**src/rtl/dvi_pkg.sv**
```systemverilog
// ---------------------------------------------------------------------------
// dvi_pkg
//   Shared definitions for the DVI receive path: the four TMDS control-token
//   code words, the word-alignment state enum and the helper functions that
//   classify and decode aligned 10-bit TMDS words.
//
//   Contents:
//     CTRL_TOKEN_00..11   10-bit control-token code words (bit 0 sent first)
//     align_state_e       ST_SEARCH / ST_VERIFY / ST_LOCKED
//     is_ctrl_token()     1 when a word is one of the four control tokens
//     ctrl_token_value()  2-bit {c1,c0} carried by a control token
//     tmds_decode_data()  8-bit pixel byte carried by a data word
//     next_offset()       bit offset advanced modulo 10
// ---------------------------------------------------------------------------
package dvi_pkg;

  localparam logic [9:0] CTRL_TOKEN_00 = 10'b1101010100;
  localparam logic [9:0] CTRL_TOKEN_01 = 10'b0010101011;
  localparam logic [9:0] CTRL_TOKEN_10 = 10'b0101010100;
  localparam logic [9:0] CTRL_TOKEN_11 = 10'b1010101011;

  typedef enum logic [1:0] {
    ST_SEARCH = 2'd0,
    ST_VERIFY = 2'd1,
    ST_LOCKED = 2'd2
  } align_state_e;

  function automatic logic is_ctrl_token(input logic [9:0] q);
    return (q == CTRL_TOKEN_00) || (q == CTRL_TOKEN_01) ||
           (q == CTRL_TOKEN_10) || (q == CTRL_TOKEN_11);
  endfunction

  // Only meaningful when is_ctrl_token(q) is true; other words return 00.
  function automatic logic [1:0] ctrl_token_value(input logic [9:0] q);
    logic [1:0] v;
    case (q)
      CTRL_TOKEN_01: v = 2'b01;
      CTRL_TOKEN_10: v = 2'b10;
      CTRL_TOKEN_11: v = 2'b11;
      default:       v = 2'b00;
    endcase
    return v;
  endfunction

  // q[9] marks an inverted payload; q[8] selects XOR (1) or XNOR (0)
  // chaining between neighbouring bits of the transition-minimised byte.
  function automatic logic [7:0] tmds_decode_data(input logic [9:0] q);
    logic [7:0] d;
    logic [7:0] dec;
    d      = q[9] ? ~q[7:0] : q[7:0];
    dec    = '0;
    dec[0] = d[0];
    for (int i = 1; i < 8; i++) begin
      dec[i] = q[8] ? (d[i] ^ d[i-1]) : ~(d[i] ^ d[i-1]);
    end
    return dec;
  endfunction

  function automatic logic [3:0] next_offset(input logic [3:0] o);
    return (o >= 4'd9) ? 4'd0 : o + 4'd1;
  endfunction

endpackage

```
**src/rtl/tmds_word_align.sv**
```systemverilog
// ---------------------------------------------------------------------------
// tmds_word_align
//   Recovers 10-bit word alignment of a TMDS channel from control-token runs
//   seen during blanking. The previous raw word is kept so that a 20-bit
//   window {tmds_word, prev} can be sliced at any bit offset 0..9; the slice
//   and its token flag form pipeline stage 1. The alignment FSM steps on the
//   registered (stage-1) token flag.
//
//   Ports:
//     pix_clk       in   pixel clock, rising edge
//     rst           in   asynchronous active-high reset
//     tmds_word     in   raw deserialized word, bit 0 received first
//     win_word      out  stage-1 aligned word
//     win_is_token  out  stage-1 flag: win_word is a control token
//     lock_next     out  FSM will be LOCKED after the coming edge
//     locked        out  FSM is LOCKED
//     offset        out  current bit offset 0..9
// ---------------------------------------------------------------------------
module tmds_word_align
  import dvi_pkg::*;
#(
  parameter int LOCK_RUN     = 8,
  parameter int SEARCH_DWELL = 2048,
  parameter int LOSS_TIMEOUT = 4096
) (
  input  logic       pix_clk,
  input  logic       rst,
  input  logic [9:0] tmds_word,
  output logic [9:0] win_word,
  output logic       win_is_token,
  output logic       lock_next,
  output logic       locked,
  output logic [3:0] offset
);

  localparam int DWELL_W = $clog2(SEARCH_DWELL + 1);
  localparam int RUN_W   = $clog2(LOCK_RUN + 1);
  localparam int LOSS_W  = $clog2(LOSS_TIMEOUT + 1);

  localparam logic [DWELL_W-1:0] DWELL_LAST = DWELL_W'(SEARCH_DWELL - 1);
  localparam logic [RUN_W-1:0]   RUN_LAST   = RUN_W'(LOCK_RUN - 1);
  localparam logic [LOSS_W-1:0]  LOSS_LAST  = LOSS_W'(LOSS_TIMEOUT - 1);

  align_state_e       state_q, state_d;
  logic [9:0]         prev_q, prev_d;
  logic [9:0]         win_q, win_d;
  logic               tok_q, tok_d;
  logic [3:0]         offset_q, offset_d;
  logic [DWELL_W-1:0] dwell_q, dwell_d;
  logic [RUN_W-1:0]   run_q, run_d;
  logic [LOSS_W-1:0]  loss_q, loss_d;
  logic [19:0]        cat;

  // Window select: the older word sits in the low half because bit 0 is the
  // first bit on the wire, so a slice starting at 'offset' is one contiguous
  // stretch of the serial stream.
  always_comb begin
    prev_d = tmds_word;
    cat    = {tmds_word, prev_q};
    win_d  = 10'(cat >> offset_q);
    tok_d  = is_ctrl_token(win_d);
  end

  // Alignment FSM. It looks at the stage-1 flag, so the word captured on the
  // same edge as an offset change was still sliced at the old offset; that
  // single stale word is accepted rather than inserting a bubble.
  // A token seen in SEARCH wins over a simultaneous dwell expiry.
  // All counters stop at their terminal value and never wrap.
  always_comb begin
    state_d  = state_q;
    offset_d = offset_q;
    dwell_d  = dwell_q;
    run_d    = run_q;
    loss_d   = loss_q;
    case (state_q)
      ST_SEARCH: begin
        if (tok_q) begin
          run_d   = RUN_W'(1);
          loss_d  = '0;
          state_d = (LOCK_RUN <= 1) ? ST_LOCKED : ST_VERIFY;
        end else if (dwell_q >= DWELL_LAST) begin
          offset_d = next_offset(offset_q);
          dwell_d  = '0;
        end else begin
          dwell_d = dwell_q + DWELL_W'(1);
        end
      end
      ST_VERIFY: begin
        if (tok_q) begin
          if (run_q >= RUN_LAST) begin
            state_d = ST_LOCKED;
            loss_d  = '0;
          end else begin
            run_d = run_q + RUN_W'(1);
          end
        end else begin
          state_d  = ST_SEARCH;
          offset_d = next_offset(offset_q);
          dwell_d  = '0;
          run_d    = '0;
        end
      end
      ST_LOCKED: begin
        if (tok_q) begin
          loss_d = '0;
        end else if (loss_q >= LOSS_LAST) begin
          state_d = ST_SEARCH;
          dwell_d = '0;
          loss_d  = '0;
          run_d   = '0;
        end else begin
          loss_d = loss_q + LOSS_W'(1);
        end
      end
      default: begin
        state_d  = ST_SEARCH;
        offset_d = '0;
        dwell_d  = '0;
        run_d    = '0;
        loss_d   = '0;
      end
    endcase
  end

  always_ff @(posedge pix_clk or posedge rst) begin
    if (rst) begin
      state_q  <= ST_SEARCH;
      prev_q   <= '0;
      win_q    <= '0;
      tok_q    <= 1'b0;
      offset_q <= '0;
      dwell_q  <= '0;
      run_q    <= '0;
      loss_q   <= '0;
    end else begin
      state_q  <= state_d;
      prev_q   <= prev_d;
      win_q    <= win_d;
      tok_q    <= tok_d;
      offset_q <= offset_d;
      dwell_q  <= dwell_d;
      run_q    <= run_d;
      loss_q   <= loss_d;
    end
  end

  // lock_next lets the decode stage register the lock-completing token with
  // valid ctrl on the same edge that 'locked' rises.
  assign win_word     = win_q;
  assign win_is_token = tok_q;
  assign lock_next    = (state_d == ST_LOCKED);
  assign locked       = (state_q == ST_LOCKED);
  assign offset       = offset_q;

endmodule

```
**src/rtl/tmds_decoder.sv**
```systemverilog
// ---------------------------------------------------------------------------
// tmds_decoder
//   Single-channel TMDS receive decoder. tmds_word_align finds the word
//   boundary and provides the stage-1 aligned word; this module adds stage 2,
//   which turns that word into either a control value or a pixel byte.
//   A window is on the outputs two cycles after it is formed. At offset 0
//   the window is the previous raw word.
//
//   Ports:
//     pix_clk    in   pixel clock, rising edge
//     rst        in   asynchronous active-high reset
//     tmds_word  in   raw deserialized word, bit 0 received first
//     de         out  decoded word is pixel data
//     ctrl       out  last decoded control value {c1,c0}
//     data       out  decoded pixel byte, 0 when de=0
//     locked     out  word alignment lock
//     offset     out  current bit offset 0..9
// ---------------------------------------------------------------------------
module tmds_decoder
  import dvi_pkg::*;
#(
  parameter int LOCK_RUN     = 8,
  parameter int SEARCH_DWELL = 2048,
  parameter int LOSS_TIMEOUT = 4096
) (
  input  logic       pix_clk,
  input  logic       rst,
  input  logic [9:0] tmds_word,
  output logic       de,
  output logic [1:0] ctrl,
  output logic [7:0] data,
  output logic       locked,
  output logic [3:0] offset
);

  logic [9:0] win_word;
  logic       win_is_token;
  logic       lock_next;

  logic       de_q, de_d;
  logic [1:0] ctrl_q, ctrl_d;
  logic [7:0] data_q, data_d;

  tmds_word_align #(
    .LOCK_RUN    (LOCK_RUN),
    .SEARCH_DWELL(SEARCH_DWELL),
    .LOSS_TIMEOUT(LOSS_TIMEOUT)
  ) u_align (
    .pix_clk     (pix_clk),
    .rst         (rst),
    .tmds_word   (tmds_word),
    .win_word    (win_word),
    .win_is_token(win_is_token),
    .lock_next   (lock_next),
    .locked      (locked),
    .offset      (offset)
  );

  // Stage 2 decode. Unlocked output is forced quiet. While locked, a data
  // word leaves ctrl at the value of the most recent token so the timing
  // sink sees stable sync levels across active video.
  always_comb begin
    de_d   = 1'b0;
    ctrl_d = 2'b00;
    data_d = 8'h00;
    if (lock_next) begin
      if (win_is_token) begin
        ctrl_d = ctrl_token_value(win_word);
      end else begin
        de_d   = 1'b1;
        ctrl_d = ctrl_q;
        data_d = tmds_decode_data(win_word);
      end
    end
  end

  always_ff @(posedge pix_clk or posedge rst) begin
    if (rst) begin
      de_q   <= 1'b0;
      ctrl_q <= 2'b00;
      data_q <= 8'h00;
    end else begin
      de_q   <= de_d;
      ctrl_q <= ctrl_d;
      data_q <= data_d;
    end
  end

  assign de   = de_q;
  assign ctrl = ctrl_q;
  assign data = data_q;

endmodule

```
**config.mk**
```make
export PLATFORM = sky130hd
export DESIGN_NAME = tmds_decoder
export DESIGN_NICKNAME = d
export VERILOG_FILES = /design/src/rtl/dvi_pkg.sv /design/src/rtl/tmds_word_align.sv /design/src/rtl/tmds_decoder.sv
export SDC_FILE = /design/constraint.sdc
export NUM_CORES = 1
export LEC_CHECK = 0
export ABC_AREA = 1
export CAP_MARGIN = 20
export CORE_ASPECT_RATIO = 0.8
export CORE_MARGIN = 2
export CORE_UTILIZATION = 50
export DETAILED_ROUTE_END_ITERATION = 6
export PLACE_DENSITY = 0.72
export SETUP_SLACK_MARGIN = 0.5
export SLEW_MARGIN = 20
export SYNTH_ARGS = -nofsm -noshare
export SYNTH_HDL_FRONTEND = slang
export SYNTH_SLANG_ARGS = --single-unit
```
**constraint.sdc**
```tcl
create_clock -name pix_clk -period 2.04 [get_ports pix_clk]
set_input_delay 0.51 -clock pix_clk [delete_from_list [all_inputs] [get_ports pix_clk]]
set_output_delay 0.51 -clock pix_clk [all_outputs]
set_load 0.005 [all_outputs]
```
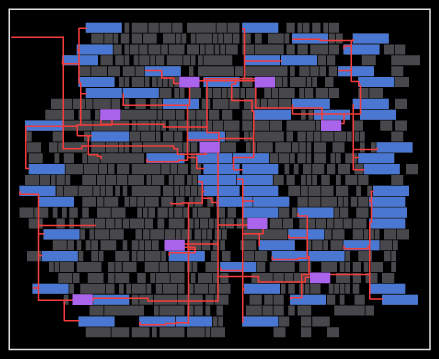
Figure 1: run 1, clock distribution.
(4 px per um)
blue -> flip-flops  # count 67
red -> clock wires  # length 950 um
purple -> cells driving clock nets  # count 9
flops lie = spread over the die
routed clock nets = 10

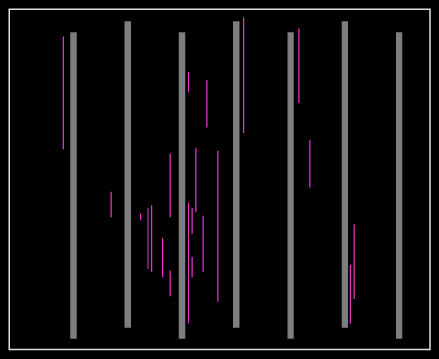
Figure 2: run 1, signal wires on met4.
(4 px per um) Supply wires on this layer in grey.
share of all routed wire = 2.6%
longest straight run = 37.4 um

==> Implementation_results.wiki, run 1 <==
=== Physical design figures ===
{| class="wikitable"
! Metric !! Value
|-
| Combinational share of power || ~45%
|-
| Die X-Extent || roughly 100 um
|-
| Class of the tightest hold or removal check || input port to register
|-
| Top routing layer in use || met4
|-
| Mux cell area share after synthesis || 0%
|-
| Prevailing logic family in the synthesized netlist || simple AND/OR/NAND/NOR gates
|-
| Clock net sink count || roughly 67
|-
| Final hold vios || 0
|-
| Overall chip area || between 8000 and 9000 um2
|-
| Core Region || 7910 um2
|-
| Number of cells in the yosys synthesis report || 529
|-
| Yosys xor share || between 4 and 5%
|-
| Routed length on met2 || between 5000 and 6000 um
|-
| Number of placement rows || 29
|-
| Total power after layout || between 5 and 6 mW
|-
| Async S/R FF share, synth || 100%
|-
| Global route overflow || 0
|-
| Number of enable flip-flop cells || 0
|-
| Pre-CTS setup slack || between 40 and 50 ps
|-
| Synthesized instance count || ~530
|-
| Deepest level of the CTS H-tree || 3
|-
| Critical Path Fanout Max || 3
|-
| DRC errors left || 0
|-
| Net count after synthesis || ~550
|-
| Global-route wire length before repair || 18200 um
|-
| Number of global-route vias before repair || roughly 3700
|-
| Tally of nets with antenna violations remaining after routing || 0
|-
| First DRT Iteration DRCs || 415
|-
| Routability Congestion || 0.898
|-
| Average wire per standard cell || between 15 and 20 um
|-
| Worst setup path category || input port to register
|-
| Worst clock skew || ~13 ps
|-
| Number of synthesis warnings || 0
|-
| Critical path required time || ~2400 ps
|-
| Length of routed met3 wiring || 947 um
|-
| Estimated wirelength of the detail-placed design || approximately 6600 um
|-
| Number of buffers inserted by port buffering || 27
|-
| Buffer type at the clock tree root || sky130_fd_sc_hd__clkbuf_8
|-
| Detailed-router iteration count before antenna repair || 5
|-
| Sequential fraction of design power || 31.3%
|-
| RSZ-0062 raised after global routing || yes
|-
| Number of antenna cells inserted || 0
|-
| Number of warning messages in the logs || 31
|-
| Data arrival time at the worst-slack endpoint || ~2000 ps
|-
| Aoi share || under 10%
|-
| DR vias || 4230
|-
| Status || complete, no violations
|-
| Area delta synth->final || 46.2%
|-
| Pre-placement core utilization || between 50% and 60%
|-
| Cell Count, Final, Fillers Out || around 730
|-
| Fraction of layout cells with a size suffix above 1 || a little over two fifths
|-
| Insertion delay of the later-clocked pin in the worst-skew pair || roughly 370 ps
|-
| Total leakage power || roughly 2.8 nW
|-
| Kind of capture point of the worst setup path || register
|-
| Cts bufs inserted || 9
|-
| Final layout net count || 640
|-
| I/O pin total || 28
|-
| Tightest Pin Transition || between 400 and 500 ps
|-
| Aggregate negative setup slack || 0 ps
|-
| Final period demand of the worst path || around 1700 ps
|-
| Slew Viols, Final || 0
|-
| Antenna violations before repair || 1
|-
| Largest net degree at the start of global routing || 68
|-
| Cell types with the highest counts after synthesis || sky130_fd_sc_hd__nand2_1, sky130_fd_sc_hd__nand3_1, sky130_fd_sc_hd__dfrtp_1
|-
| P_int || 3.51 mW
|-
| Part of the power in the clock network || approximately a quarter
|-
| M1 WL || roughly 5100 um
|-
| Maximum resistive drop on vdd || between 0.0006 and 0.0007 V
|-
| Final setup violation count || 0
|-
| CTS clock-pin slew for the worst setup and hold paths || ~80 ps
|-
| Main synth FF type || sky130_fd_sc_hd__dfrtp_1
|-
| Routed WL || between 10000 and 15000 um
|-
| Seq share, synth || 41.2%
|-
| Switching portion of total power || between 30% and 40%
|-
| Filler cell count || 538
|-
| Register-to-register path setup slack || approximately 330 ps
|-
| Post-DR vias/cell || 5.76
|-
| Cycle use final || a little over four fifths
|-
| Total routing resource utilization after global routing || 25.5%
|-
| Commonest non-fill, non-tap cells in the layout || sky130_fd_sc_hd__nand2_1, sky130_fd_sc_hd__dfrtp_1, sky130_fd_sc_hd__buf_4
|-
| Synth flops || between 60 and 70
|-
| Startpoint type of the worst setup path || input port
|-
| Most used standard cell by instance count after synthesis || sky130_fd_sc_hd__nand2_1
|-
| Top cells, area || sky130_fd_sc_hd__dfrtp_1, sky130_fd_sc_hd__nand2_1, sky130_fd_sc_hd__nand3_1
|-
| PnR worst setup slack || roughly 330 ps
|-
| Maximum clock path buffer count || 2
|-
| Area fraction of the dominant cell type after synthesis || approximately two fifths
|-
| Power per standard cell area || just under 1000 nW/um2
|-
| Number of placed instances, taps included || between 600 and 700
|-
| Commonest Layout Cell || sky130_fd_sc_hd__nand2_1
|-
| Max Fclk || around 0.58 GHz
|-
| Post-synthesis simple-gate area fraction || 36.9%
|-
| Max-slew headroom || between 70 and 80%
|-
| Switching power of the nets || 2.23 mW
|-
| Yosys-reported design area after synthesis || 4070 um2
|-
| Post-synthesis cell type count || 31
|-
| Mean cell area of the mapped netlist || slightly below 8 um2
|-
| TritonCTS clock tree || done
|-
| Library cell with the largest summed area after synthesis || sky130_fd_sc_hd__dfrtp_1
|-
| Die span in y || roughly 85 um
|-
| Max-cap check violation count || 0
|-
| Netlist area before placement || roughly 4000 um2
|-
| Post-synthesis share of cell area spent on full adders, half adders and majority gates || approximately 1.8%
|}
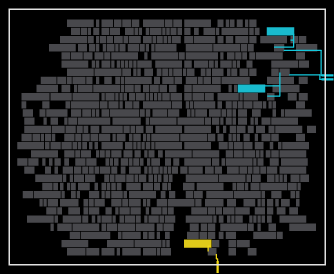
Figure 3: run 1, port wiring.
(3 px per um)
cyan -> ctrl  # bits 2, direction output, edge east, end cells 2, buffers 2, wire 63.0 um
yellow -> de  # bits 1, direction output, edge south, end cells 1, buffers 1, wire 6.00 um

run 1: layer usage:
| layer | vias to the layer above | global-route usage, % |
|---|---|---|
| met1 | 2020 | 35.1 |
| met2 | 233 | 40.2 |
| met3 | 47 | 7.14 |
| met4 | 0 | 6.18 |
| met5 | - | 0 |
| li1 | 1930 | - |
run 1: power groups by stage:
| stage | sequential, mW | combinational [mW] | clock [mW] |
|---|---|---|---|
| global placement | 1.78 | 1.55 | 0 |
| floorplan | 1.73 | 1.27 | 0 |
| finish | 1.80 | 2.58 | 1.36 |
| CTS | 1.76 | 2.05 | 1.37 |
| global route | 1.81 | 2.79 | 1.45 |
| detailed placement | 1.78 | 1.58 | 0 |
run 1: sequential cells by signal, indices dropped and copies added (netlist names):
name / flops
u_align.loss_q: 13
u_align.dwell_q: 12
u_align.prev_q: 10
u_align.win_word: 10
data: 8
u_align.offset: 4
u_align.run_q: 4
ctrl: 2
u_align.state_q: 2
de: 1
u_align.win_is_token: 1
run 1: worst paths after layout:
path,start,cells past startpoint,to
hold reg to reg,u_align.dwell_q[11],2,u_align.dwell_q[11]
max in group asynchronous,rst,3,u_align.offset[0]
min in group asynchronous,rst,3,u_align.run_q[0]
hold / removal,tmds_word[3],1,u_align.prev_q[3]
setup reg to reg,u_align.dwell_q[7],10,u_align.offset[3]
setup / recovery,tmds_word[1],11,u_align.win_is_token
run 1: repair_timing:
item                       in CTS  in global routing
cloned                          5                  3
pin swaps                      27                 40
resized                        99                120
setup endpoints to repair      59                 52
setup buffers                  30                 23
hold buffers                    0                  0
run 1: kinds of logic after synthesis:
family,after synthesis
buffers and inverters,63
AOI/OAI and AO/OA,54
adders and majority gates,6
DFF,67
xor gates and xnor gates,23
and+or+nand+nor,316
run 1: critical path, stage by stage:
cell and delay (ps):
sky130_fd_sc_hd__clkdlybuf4s50_1 520, sky130_fd_sc_hd__nand2_1 170, sky130_fd_sc_hd__nand3_4 150, sky130_fd_sc_hd__nand3_2 100, sky130_fd_sc_hd__nand2_2 110, sky130_fd_sc_hd__nand2_1 80, sky130_fd_sc_hd__nand2_2 90, sky130_fd_sc_hd__nand2_1 60
sky130_fd_sc_hd__nor2_1 90, sky130_fd_sc_hd__nand3_1 80, sky130_fd_sc_hd__nand2_1 60
run 1: through the flow:
stage               hold slack, ps  util (%)  area (um2)
floorplan                      447         -        4090
global placement               472      56.6        4480
detailed placement             473      56.6        4480
CTS                            492      67.0        5300
global route                   337      75.2        5940
finish                         328      75.2        5940
run 1: area by class of cell:
cell class | count | area [um2] | area share (%)
multi-input cells | 402 | 2770 | 46.6
repair inverters | 2 | 13.8 | 0.232
repair buffers | 92 | 892 | 15.0
well taps | 108 | 135 | 2.27
clock buffers | 9 | 124 | 2.08
inverters | 48 | 208 | 3.49
flip-flops and latches | 67 | 1690 | 28.4
clock inverters | 6 | 115 | 1.94
--- run 2 (diff from run 1) ---
==> constraint.sdc (replaced) <==
create_clock -name pix_clk -period 1.5 [get_ports pix_clk]
set_input_delay 0.375 -clock pix_clk [delete_from_list [all_inputs] [get_ports pix_clk]]
set_output_delay 0.375 -clock pix_clk [all_outputs]
set_load 0.005 [all_outputs]
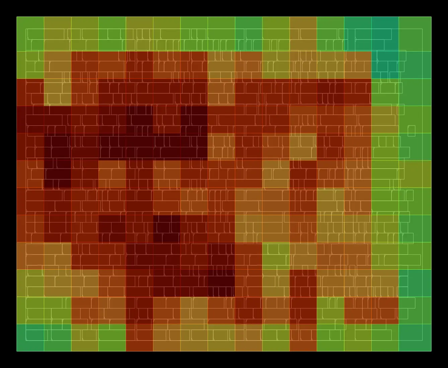
Figure 4: run 2, routing congestion.
global-route track usage on met1: 38.3%
GR Layer Usage met3: 7.30%

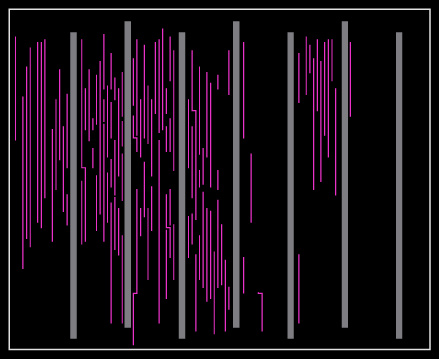
Figure 5: run 2, signal wires on met4.
(4 px per um) Supply wires on this layer in grey.
longest straight run = 49.6 um
share of all routed wire = 9.9%

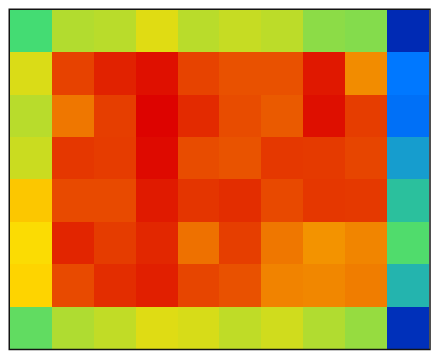
Figure 6: run 2, placement density heat map.
(4 px per um) The die is cut into 10 by 8 equal tiles; dark blue is low, red is high, 0 to 100% covered.
tiles over 75% full = 63%
fullest tile = 100%
mean over tiles = 78%

==> run 2 against run 1 <==
  * The flow now finishes with violations (setup timing)
  * Via count grew 21%
  * Final area up 19%
  * Synthesized cell count is the same
  * Clock power rose by 19%
  * Global-route usage up 6.3 points
  * Clock skew is 1.6 ps higher
  * Highest routed layer unchanged
==> Implementation_results.wiki, run 2 <==
=== Physical design figures ===
{| class="wikitable"
! Metric !! Value
|-
| Power per standard cell area || 1330 nW/um2 (+38%)
|-
| Max Fclk || roughly 0.53 GHz
|-
| Synthesized instance count || 529 (unchanged)
|-
| DRC errors left || 0 (unchanged)
|-
| First DRT Iteration DRCs || 742 (+79%)
|-
| Commonest non-fill, non-tap cells in the layout || sky130_fd_sc_hd__buf_4, sky130_fd_sc_hd__dfrtp_1, sky130_fd_sc_hd__nand2_1
|-
| Final period demand of the worst path || about 1900 ps
|-
| Final setup violation count || 57 (+57)
|-
| Number of antenna cells inserted || 0 (unchanged)
|-
| Routed WL || 19400 um (+59%)
|-
| Deepest level of the CTS H-tree || 3 (unchanged)
|-
| Largest register FFs || 13 (unchanged)
|-
| Number of buffers inserted by port buffering || 27 (unchanged)
|-
| Number of global-route vias before repair || 4560 (+24%)
|-
| Total leakage power || 3.23 nW (+16%)
|-
| Leading registers by flop count || u_align.loss_q: 13 flops, u_align.dwell_q: 12 flops
|-
| Status || complete, but fails checks
|-
| Estimated wirelength of the detail-placed design || 7700 um (+16%)
|-
| Tally of nets with antenna violations remaining after routing || 0 (unchanged)
|-
| TritonCTS clock tree || done
|-
| Maximum clock path buffer count || 2 (unchanged)
|-
| First element of the critical path || u_align.offset[0]
|-
| Core Region || 7910 um2 (unchanged)
|-
| Library cell with the largest summed area after synthesis || sky130_fd_sc_hd__dfrtp_1
|-
| Number of placed instances, taps included || 734 (+12%)
|-
| Combined area of the multi-input logic cells || 3380 um2 (+22%)
|-
| Max-cap check violation count || 0 (unchanged)
|-
| Overall chip area || 8870 um2 (unchanged)
|-
| Area fraction of the dominant cell type after synthesis || 41.2% (unchanged)
|-
| Ordered list of cells on the worst path || buf_6 > clkinv_8 > buf_8 > nand2_4 > nand3_2 > nand3_2 > nand2_4 > o21ai_1 > nand2_1 > nor2_1 > nand3_1 > nand2_1
|-
| Critical path required time || 1810 ps (-540 ps)
|-
| Total routing resource utilization after global routing || 31.8% (+6.3 points)
|-
| Kind of capture point of the worst setup path || register
|-
| I/O pin total || 28 (unchanged)
|-
| Worst setup path category || register to register
|-
| Netlist area before placement || 4070 um2 (unchanged)
|-
| Detailed-router iteration count before antenna repair || 6 (+1)
|-
| Post-synthesis cell type count || 31 (unchanged)
|-
| Cts bufs inserted || 9 (unchanged)
|-
| Cell Count, Final, Fillers Out || 792 (+7.9%)
|-
| Routability Congestion || 0.886 (-1.3%)
|-
| Mean cell area of the mapped netlist || 7.69 um2 (unchanged)
|-
| Crit path largest cell delay || 390 ps (-130 ps)
|-
| Async S/R FF share, synth || 100% (unchanged)
|-
| Top reg by flops || u_align.loss_q
|-
| Average wire per standard cell || 24.5 um (+47%)
|-
| Critical register-to-register path startpoint || u_align.offset[0]
|-
| Pre-placement core utilization || 51.4% (unchanged)
|-
| Filler cell count || 329 (-39%)
|-
| Top cells, area || sky130_fd_sc_hd__dfrtp_1, sky130_fd_sc_hd__nand2_1, sky130_fd_sc_hd__nand3_1
|-
| Critical Path Fanout Max || 5 (+2)
|-
| Worst slack on hold paths || 264 ps (-63.7 ps)
|-
| Category of cells accounting for the largest share of critical-path delay || simple AND/OR/NAND/NOR gates
|-
| PnR worst setup slack || -397 ps (-724 ps)
|-
| Buffer type at the clock tree root || sky130_fd_sc_hd__clkbuf_8
|-
| RSZ-0062 raised after global routing || yes
|-
| Violated checks || setup timing
|-
| Final hold vios || 0 (unchanged)
|-
| Max-slew headroom || 73.3% (+2.3 points)
|-
| Yosys-reported design area after synthesis || 4070 um2 (unchanged)
|-
| Class of the tightest hold or removal check || input port to register
|-
| Cycle use final || 126%
|-
| Number of cells in the yosys synthesis report || 529 (unchanged)
|-
| Synth flops || 67 (unchanged)
|-
| Startpoint type of the worst setup path || register
|-
| Main synth FF type || sky130_fd_sc_hd__dfrtp_1
|-
| Antenna violations before repair || 0 (-1)
|-
| Tightest Pin Transition || 398 ps (-33.9 ps)
|-
| CP Buf/Inv Count || 3 (+2)
|}
[run 2: timing repair]
action,CTS,global route
resized,259,121
hold buffers,0,0
hold endpoints to repair,0,0
setup endpoints to repair,73,73
setup buffers,23,11
gates cloned,5,3
pin swaps,64,55
[run 2: per-stage QoR]
step                      TNS (ps)  worst slack [ps]  area (um2)
after floorplan              -1500              -121        4270
after global placement       -5430              -272        5210
after detailed placement     -7610              -304        5210
after CTS                    -5410              -195        6350
after global routing        -11970              -442        7070
final                        -8920              -397        7070
[run 2: routing by layer]
metal	share of wire, %	wire (um)	GRT usage, %
met4	9.9	1930	17.0
met2	45	8700	53.2
met5	0	0	0
met3	11	2110	7.30
met1	34	6680	38.3
[run 2: power by group]
part,internal (mW),switching [mW],leakage (nW)
clock network,0.769,0.847,0.0927
logic,2.30,3.10,2.27
registers,2.07,0.320,0.871
total,5.14,4.27,3.23
[run 2: final timing paths]
kind | endpoint | slack [ps] | depth (start not counted)
max | u_align.win_is_token | -400 | 12
min | u_align.prev_q[4] | 260 | 1
min in group asynchronous | u_align.dwell_q[7] | 290 | 2
max reg2reg | u_align.win_is_token | -400 | 12
max in group asynchronous | u_align.offset[2] | 720 | 3
min reg2reg | u_align.dwell_q[11] | 530 | 2
[run 2: layout make-up]
cell class	count	area share (%)
clock buffer	10	1.80
inverter	48	2.99
multi-input combinational	402	47.8
sequential	67	23.7
tap	108	1.91
timing repair buffer	151	20.9
clock inverter	6	0.902
[run 2: logic make-up (layout without fill, tap and decap cells)]
group	Yosys count	after routing	synth area share, %
and+or+nand+nor	316	319	36.9
DFF	67	67	41.2
buffers and inverters	63	215	6.77
AOI/OAI and AO/OA	54	54	8.31
xor gates and xnor gates	23	23	4.95
adders and majority gates	6	6	1.85
Power and IR drop assume default switching activity.
